==> run_1/io_fan.png <==
Scale: 1.5 px per µm.
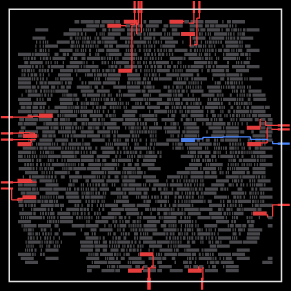
==> run_1/placement_by_type.png <==
Scale: 2 px per µm.
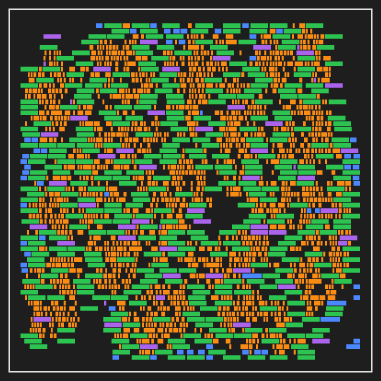
==> run_1/placement.png <==
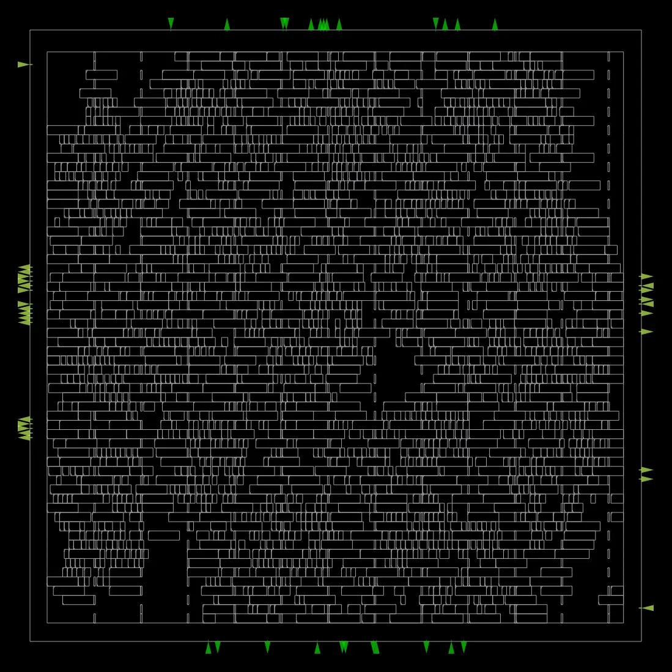
==> config.mk <==
export PLATFORM = sky130hd
export DESIGN_NAME = switch_debounce16
export DESIGN_NICKNAME = d
export VERILOG_FILES = /design/src/rtl/switch_debounce16.sv
export SDC_FILE = /design/constraint.sdc
export NUM_CORES = 1
export LEC_CHECK = 0
export ABC_AREA = 1
export CAP_MARGIN = 10
export CORE_MARGIN = 5
export CORE_UTILIZATION = 61
export CTS_CLUSTER_SIZE = 10
export DETAILED_ROUTE_END_ITERATION = 10
export GPL_TIMING_DRIVEN = 0
export HOLD_SLACK_MARGIN = 0.1
export PLACE_DENSITY = 0.78
export SYNTH_ARGS = -nofsm -noshare
export SYNTH_HDL_FRONTEND = slang
export SYNTH_SLANG_ARGS = --single-unit
==> constraint.sdc <==
create_clock -name clk_clk -period 2 [get_ports clk_clk]
set_input_delay 0.3 -clock clk_clk [delete_from_list [all_inputs] [get_ports clk_clk]]
set_output_delay 0.3 -clock clk_clk [all_outputs]
set_load 0.005 [all_outputs]
==> job_summary.md, run 1 <==
## PnR job results

| Metric | Value |
|---|---|
| Power per cell area | ~750 nW/µm² |
| Clkbuf count | ~54 |
| Reg power frac | between 50% and 60% |
| Final worst-path cycle share | approximately 92% |
| CP peak stage delay | about 370 ps |
| Outcome | finished clean |
| Multi-input gates | about 1400 |
| Max VDD drop | between 600 and 700 µV |
| #FFs+latches synth | 369 |
| First-pass GRT wire length | around 60000 µm |
| Clock-net power | approximately 0.007 W |
| Largest net degree at the start of global routing | ~120 |
| GR Util met2 | a little over a third |
| Routed wl met3 | between 1000 and 1500 µm |
| Post-Synth Adder-Cell Area | under 10% |
| Most used routing layer | met2 |
| R2r setup slk | around 150 ps |
| Simple-Gate Fraction of Synth Area | approximately 28% |
| Most numerous logic cell after layout | nor2_1 |
| Metal2 WL | between 15000 and 20000 µm |
| WL met1 | ~15000 µm |
| H-Tree Depth | 2 |
| Max-slew violation count | 0 |
| FMAX | 542 MHz |
| Hold Buf Count CTS | 1 |
| Area-dominant cell class after layout | sequential cells |
| Ao+oa area frac | 5.54% |
| XOR/XNOR share of the synthesized area | 6.71% |
| Layout cells sized above 1 | under 10% |
| Gate Area | ~7500 µm² |
| Buffers, non-clock | 58 |
| Setup TNS | 0 ps |
| Aggregate global-route resource usage | around a fifth |
| Post-Route WL | 33700 µm |
| Clk latency late pin | ~520 ps |
| Most used cell, CP | nand2_1 |
| RSZ-0062 raised after global routing | false |
| Met1 global-route usage | roughly 28% |
| Mapped Area | between 15000 and 20000 µm² |
| Remaining Overflow, GRT | 0 |
| Wire length per cell | 13.1 µm |
| Number of cells on the critical path | 8 |
| Mux share | 0.635% |
| Max cap viols | 0 |
| Initial antenna violation count | 0 |
| Cells in synth_stat.txt | 2072 |
| Lkg Pwr | slightly below 9 nW |
| Gp weighted congestion | 0.894 |
| CP max FO | 4 |
| Sequential power | approximately 0.0077 W |
| Register area | between 9000 and 10000 µm² |
| Layout area overhead | 13.1% |
| Die X | 181 µm |
| Fp_density | just over 60% |
| Mean Syn Cell Area | approximately 8.6 µm² |
| Hold path depth | 1 |
| Clk cell area share | around 6% |
| Reg2Reg Depth | 8 |
| Setup repair bufs after CTS | 0 |
| Sw Share | between 20% and 30% |
| Invs w/o clock | ~290 |
| Vias in the first global route | between 10000 and 15000 |
| Mapped Cells | 2072 |
| Pwr Total | 0.0150 W |
| Via/cell ratio | about 5.3 |
| CP Buf/Inv Count | 0 |
| Dominant comb cell | simple AND/OR/NAND/NOR gates |
| Clock Pin Slew Worst Setup and Hold Paths | 60 ps |
| Synth Warn # | 0 |
| Die height | between 150 and 200 µm |
| Synth cell types | 36 |
| CTS Buf Count | between 40 and 50 |
| Non-clock buffer share | about 3.1% |
| P_int | 0.0118 W |
| Antenna Cells | 0 |
| Crit Path Class | reg -> reg |
| P_comb | about 0.00051 W |
| CTS Buffer Depth | 3 |
| Tool warnings | 28 |
| Placed instance area | between 15000 and 20000 µm² |
| Vias | 13500 |
| Tightest Pin Transition | between 700 and 800 ps |
| Max reg flops | between 300 and 400 |
| Seq share, synth | a little over half |
| Final setup viols | 0 |
Back to the opening pictures, io_fan.png:
- red: `change_mask` (bits 16; direction output; end cells 16; buffers 16; wire 348 µm)
- blue: `db_changed` (bits 1; direction output; end cells 1; buffers 1; wire 58.9 µm)
I/O Buffers: 50
# IOs: 51

Back to the opening pictures, placement_by_type.png:
- green: sequential cells (cells 369)
- blue: remaining buffers and delay cells (cells 58)
- purple: clock drivers and dummy loads (cells 54)
- orange: combinational and other logic (cells 1702)
flop share of the area: 46.0%
Rows: 62
cell area after layout: 20100 µm²
final design utilization: 69.9%
CORE AREA: 28700 µm²

Back to the opening pictures, placement.png:
registers: 369
fillers: 2189
Non-Filler Instances: 2567
tap cells: 384

==> run 1: cells in the mapped netlist (all sizes together) <==
cell / n / share of area (%)
nor2: 410 / 9.3
dfrtp: 369 / 52
nand2: 306 / 6.5
inv: 290 / 6.1
nand3: 141 / 4.3
nor3: 108 / 3.5
xor2: 102 / 5.0
a21oi: 90 / 2.5
o21ai: 62 / 1.7
nand4: 50 / 1.9
xnor2: 33 / 1.7
nor3b: 30 / 1.5
ha: 16 / 1.1
a31oi: 14 / 0.49
o21a: 12 / 0.51
mux2: 10 / 0.63
a211oi: 6 / 0.25
and2: 6 / 0.21
nor4: 5 / 0.18
or2: 5 / 0.19
and3: 4 / 0.14
nand3b: 2 / 0.085
buf: 1 / 0.028
==> run 1 -> run 2 <==
- GPL_TIMING_DRIVEN: 0 -> unset
==> job_summary.md, run 2 <==
## PnR job results

| Metric | Value |
|---|---|
| Dpl ws | ~130 ps |
| Metal2 WL | ~17000 µm |
| CTS Buffer Depth | 3 |
| Top cells by count | nor2_1, dfrtp_1, nand2_1, inv_1, nand3_1 |
| Max cap viols | 0 |
| Die height | between 150 and 200 µm |
| Max-slew violation count | 0 |
| XOR/XNOR share of the synthesized area | 6.71% |
| Flop share of the area | a little under half |
| Top routing layer in use | met4 |
| RSZ-0062 raised after global routing | false |
| Synth top area share | between 50% and 60% |
| Dominant flop cell | dfrtp_1 |
| Sequential power | 0.00766 W |
| Layout cells sized above 1 | 6.70% |
| Cell type with the largest total area | dfrtp_1 |
| WL met1 | around 16000 µm |
| Registers | about 370 |
| CTS Buf Count | about 43 |
| Layout area overhead | 13.4% |
| DRT Pass-1 Iters | 5 |
| DRT iter0 DRCs | approximately 1000 |
| Via/cell ratio | about 5.3 |
| Crit path max-delay cell type | dfrtp_1 |
| Clk latency late pin | 530 ps |
| First-pass GRT wire length | 61700 µm |
| Simple-Gate Fraction of Synth Area | between 20% and 30% |
| CTS tree | done |
| Top Layout Cells | nor2_1, dfrtp_1, nand2_1 |
| CP peak stage delay | about 390 ps |
| Mapped Cells | approximately 2100 |
| Fillers | about 2200 |
| GR Util met2 | 36.4% |
| Routed wl met3 | 1510 µm |
| Ao+oa area frac | under 10% |
| Vias in the first global route | roughly 14000 |
| Gate Area | between 7000 and 8000 µm² |
| H-Tree Depth | 2 |
| Mapped Area | 17700 µm² |
| Heaviest power group | registers |
| Non-clock buffer share | between 3 and 4% |
| Type of the worst min-delay path | in -> reg |
| Multi-input gates | between 1000 and 1500 |
| Tightest Pin Transition | ~450 ps |
| Most numerous logic cell after layout | nor2_1 |
| Mux share | less than 1% |
| Pwr Total | 0.0150 W |
| CP max FO | 9 |
| Cells in synth_stat.txt | 2072 |
| Initial antenna violation count | 0 |
| Mean Syn Cell Area | around 8.6 µm² |
| Crit Path Class | reg -> reg |
| Gp weighted congestion | between 0.8 and 0.9 |
| CORE AREA | roughly 29000 µm² |
| CP cell instances | ha_1 > nand3_1 > inv_1 > nand3_1 > nor2_1 > nor2_1 > inv_2 > nor3_1 |
| Setup TNS | 0 ps |
| Crit-path leading delay family | simple AND/OR/NAND/NOR gates |
| Critical path endpoint category | flip-flop |
| Reg2Reg Depth | 8 |
| Final Hold Vio Count | 0 |
| Non-Filler Instances | approximately 2600 |
| Synthesis area per yosys | roughly 18000 µm² |
| Comb/total area | between 30% and 40% |
| Clock sink count | between 300 and 400 |
| Rows | 62 |
| Clk cell area share | under 10% |
| DP Cell Count | ~2500 |
| I/O Buffers | around 50 |
| Relative slew margins | about 70% |
| Invs w/o clock | ~290 |
| Residual DRC | 0 |
| Synth Warn # | 0 |
| Remaining Overflow, GRT | 0 |
| ANT nets after route | 0 |
| Min Tclk post-route | 1820 ps |
| R2r setup slk | 180 ps |
| Syn Nets | roughly 2100 |
| Met1 global-route usage | between 20% and 30% |
| Post-synth ARST share | 100% |
| Lkg Pwr | ~9 nW |
| Root buf cell | clkbuf_16 |
| Top-count cell post-synth | nor2_1 |
| CP Buf/Inv Count | 2 |
| Max reg flops | around 300 |
| Clkbuf count | approximately 54 |
| Hold path depth | 1 |
| Final worst-path cycle share | slightly above 90% |
| Hpwl dp | approximately 24000 µm |
| Largest net degree at the start of global routing | 73 |
| FMAX | ~550 MHz |
| Reg power frac | between 50% and 60% |
| Most used routing layer | met2 |
| Post-Route WL | roughly 35000 µm |
| Vias | 13700 |
| Die Area | roughly 33000 µm² |
| Top area cell types | dfrtp_1, nor2_1, nand2_1 |
| Outcome | finished clean |
| Clk network pwr share | ~45% |
| Tap cells | 384 |
| P_comb | approximately 0.00052 W |
| Buffers, non-clock | roughly 69 |
| Wire length per cell | 13.5 µm |
| Die X | roughly 180 µm |
| Number of cells on the critical path | 8 |
| #FFs+latches synth | 369 |
| Dominant comb cell | simple AND/OR/NAND/NOR gates |
| Clock-net power | between 0.006 and 0.007 W |
| Sw Share | between 20% and 30% |
| Worst Skew | between 10 and 15 ps |
| Flip-flops with a built-in enable | 0 |
| Tool warnings | 26 |
| Seq share, synth | between 50% and 60% |
| Worst path required time | about 2400 ps |
| Power per cell area | ~750 nW/µm² |
| Synth cell types | 36 |
| Post-Synth Adder-Cell Area | approximately 1.1% |
| Max VDD drop | around 660 µV |
| Register area | slightly above 9000 µm² |
| Clock Pin Slew Worst Setup and Hold Paths | approximately 50 ps |
| Antenna Cells | 0 |
| Area-dominant cell class after layout | sequential cells |
| Final setup viols | 0 |
| P_int | about 0.012 W |
| Aggregate global-route resource usage | between 20% and 30% |
| Fin worst setup slack | 177 ps |
| Crit path DAT | approximately 2300 ps |
| # IOs | 51 |
| Critical Path Start Type | flip-flop |
==> run 2: cell counts after synthesis <==
Identical to the previous run, type by type.
==> run 2: timing repair <==
action                                 in CTS  in global routing
endpoints found under the hold margin     369                  0
hold buffers                                1                  0
setup buffers                               0                  0
resized                                     0                  2
setup endpoints to repair                   0                  4
==> run 2: kinds of logic after synthesis <==
kind of cell,count (synthesis)
AND-OR/OR-AND,184
multiplexers,10
adder cells (fa/ha/maj),16
XOR/XNOR,135
flip-flops,369
AND/OR/NAND/NOR,1067
buffers and inverters,291
==> run 2: through the flow <==
stage          cell area, µm²  hold slack (ps)
2_1_floorplan           17700             4.41
3_3_place_gp            18900              214
3_5_place_dp            18900              216
4_1_cts                 20100              188
5_1_grt                 20100              192
6_report                20100              208
==> run_2/cell_density.png <==
Scale: 2 px per µm. The die is cut into 18 by 18 equal tiles; dark blue is low, red is high, 0 to 100% covered.
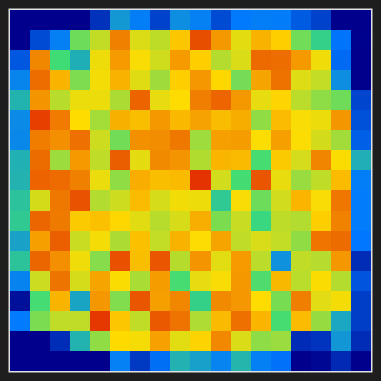
- tiles over 75% full: 36%
- nearly empty tiles: 6.2%
- mean over tiles: 60%
- fullest tile: 94%
final design utilization: 70.1%
fp_density: 61.8%

==> run_2/io_fan.png <==
Scale: 1.5 px per µm.
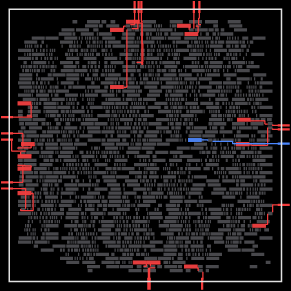
- blue: `db_changed` (bits 1; direction output; end cells 1; buffers 1; wire 50.9 µm)
- red: `change_mask` (bits 16; direction output; end cells 16; buffers 16; wire 438 µm)

Power figures rest on the tool's default switching activity, not on a simulated workload.
